Design reloj_ctrl, sky130hd; sources not shown.
### Signal metal coverage by tile

(4 px per um) 17 x 17 tiles, from white (low) to dark blue (high), scaled to the fullest tile. Values are wire area over tile area, all layers added.
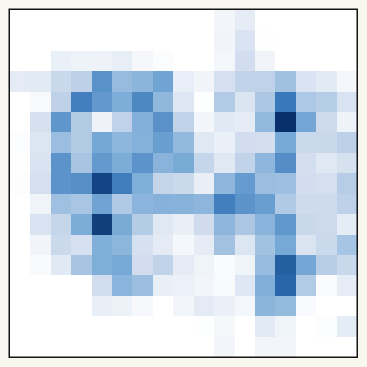
mean over tiles = 0.092
nearly empty tiles = 30%
tiles over half the peak = 11%
final routed wirelength across all metal layers: 4380 um
post-DR wirelength/cell: 12.8 um
vias post-DR: 1,773
GRT Resource Usage Total: 12.2%

### Layout detail

Region (28, 11) to (58, 41) um. Cells in gray, sequential cells in the stronger gray; small squares are vias.
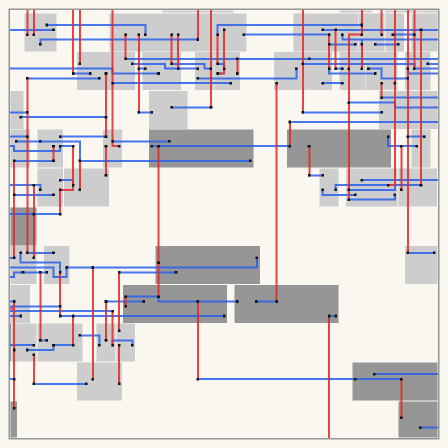
red -> met2
blue -> met1
sequential cells in the window = 6
most frequent = dfxtp_1 (6), nor2_1 (5), nand3_1 (4)
cells with their middle in the window = 39

### Clock wires, drivers and flops

(4 px per um)
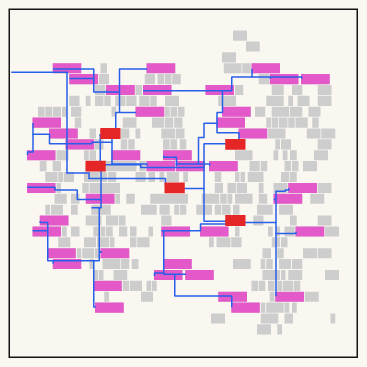
blue -> clock wires  # length 540 um
magenta -> flip-flops  # count 42
red -> cells driving clock nets  # count 5
routed clock nets = 6
clock skew: 0.00342 ns
insertion delay at the late pin of the worst-skew pair: 0.28 ns
P_clk: 531 uW
clock network fraction of design power: 33.0%

==> notes.org <==
#+TITLE: Synthesis and PnR summary

** Run status
- The flow ran to the end, and the final reports show no timing, DRC or antenna violations.

** Die
- Die boundary width :: 86.6 um
- Number of top-level pins :: 26
- Measured along the y axis, the die boundary spans 86.6 um.

** Clocking
- Per the TritonCTS log, the buffer count is 5.
- H-tree Lvls :: 2
- TritonCTS built the clock tree.

** Power
- Worst supply voltage drop on vdd :: approximately 0.36 mV
- Power density over the cells :: 633 nW/um^2

** Synthesis
- The synthesized design spends more area on one cell type than any other, namely sky130_fd_sc_hd__dfxtp_1.
- Post-synth the commonest register cell is sky130_fd_sc_hd__dfxtp_1.
- MUX share of area :: less than 1%
- Summing the areas of all compound-gate instances in the mapped netlist gives 15.4% of the synthesized area.
- Syn. warnings :: 6
- Leading cell type by number of instances after synthesis :: sky130_fd_sc_hd__dfxtp_1
- For reference, XOR and XNOR gates occupy approximately 5.3% of the area reported after synthesis.
- Among the non-sequential cells, simple AND/OR/NAND/NOR gates take the most area.
- YS chip area :: ~2200 sq um

** Worst setup path
- Among all stages on the critical path, the largest delay is contributed by sky130_fd_sc_hd__or4_4.
- In this run the worst path has a maximum fanout of 16.
- Counting cells, the worst reg-to-reg path comes to 6.
- At the worst endpoint, the required time is approximately 2.2 ns.
- Cell Chain, Critical Path :: ha_1 > nand3_1 > or4_4 > o221ai_4 > buf_4 > a21oi_1
- Critical path start-end classification :: flop to flop

** Timing
- Across all hold checks on the routed design, the worst slack comes to ~0.41 ns.
- Count of final hold-check violations :: 0
- Unrepaired setup endpoints after global routing :: no
- Setup slack closes at about 0.16 ns.

** Run
- Tally of OpenROAD warnings :: 33
- Per the run summary, max-cap violations total 0.

** Hold path
- Hold analysis shows the worst path with a depth of 1.

** Placed design
- Total of buffers placed on input and output ports :: 23

** Drt
- Dividing the detail-routed via count by the number of cells gives roughly 5.2.

** Layout
- FILL cells :: 627
- Post-Layout Inst Area :: between 2000 and 3000 sq um

** GRT
- Number of antenna violations at the first check in global routing :: 0
-- worst max-delay path, delay by kind of cell (launching register included) --
family | cells | cell delay [ns]
DFF | 1 | 0.37
and+or+nand+nor | 2 | 0.67
buffers and inverters | 1 | 0.24
adders and majority gates | 1 | 0.21
AOI/OAI and AO/OA | 2 | 0.22
-- area by class of cell --
| cell class | count | area share [%] |
|---|---|---|
| inverters | 13 | 1.92 |
| repair buffers | 28 | 10.5 |
| multi-input cells | 177 | 47.6 |
| clock buffers | 6 | 3.25 |
| flip-flops and latches | 42 | 33.1 |
| well taps | 75 | 3.69 |
-- placed cells by master, fill, tap and decap left out, drive strengths merged, types with 4 or more instances in the layout --
master / count
dfxtp: 42
clkdlybuf4s50: 23
nor2: 20
a21oi: 19
o21ai: 15
inv: 13
nand2: 12
nand3: 12
ha: 11
nand4: 8
nor3: 7
or3: 7
xor2: 7
nand2b: 6
xnor2: 6
clkbuf: 6
or4: 6
a211oi: 5
buf: 5
o31ai: 4
and4: 4
-- report_power, final --
group          total [uW]  internal (uW)  switching, uW
Combinational         196           94.6            101
Clock                 531            266            265
Sequential            883            859           24.5
-- metal layers --
layer  up-vias  global-route usage, %  wire (um)
li1        918                      -          -
met1       818                   16.1       2120
met2        33                   19.5       2000
met3         4                   3.14        223
met4         0                   3.82         32
met5         -                      0          0
-- stage by stage --
step	cells	util, %
global placement	335	41.3
floorplan	241	-
finish	341	42.7
CTS	341	42.7
global route	341	42.7
detailed placement	335	41.3
-- kinds of logic (layout without fill, tap and decap cells) --
family          after synthesis  in the layout
flops                        42             42
xor+xnor                     13             13
simple gates                 98             98
mux                           1              1
other cells                   1              2
buf+inv                      22             47
fa+ha+maj                    11             11
compound gates               52             52
No activity file was given, so power comes from the tool's default toggle rates.
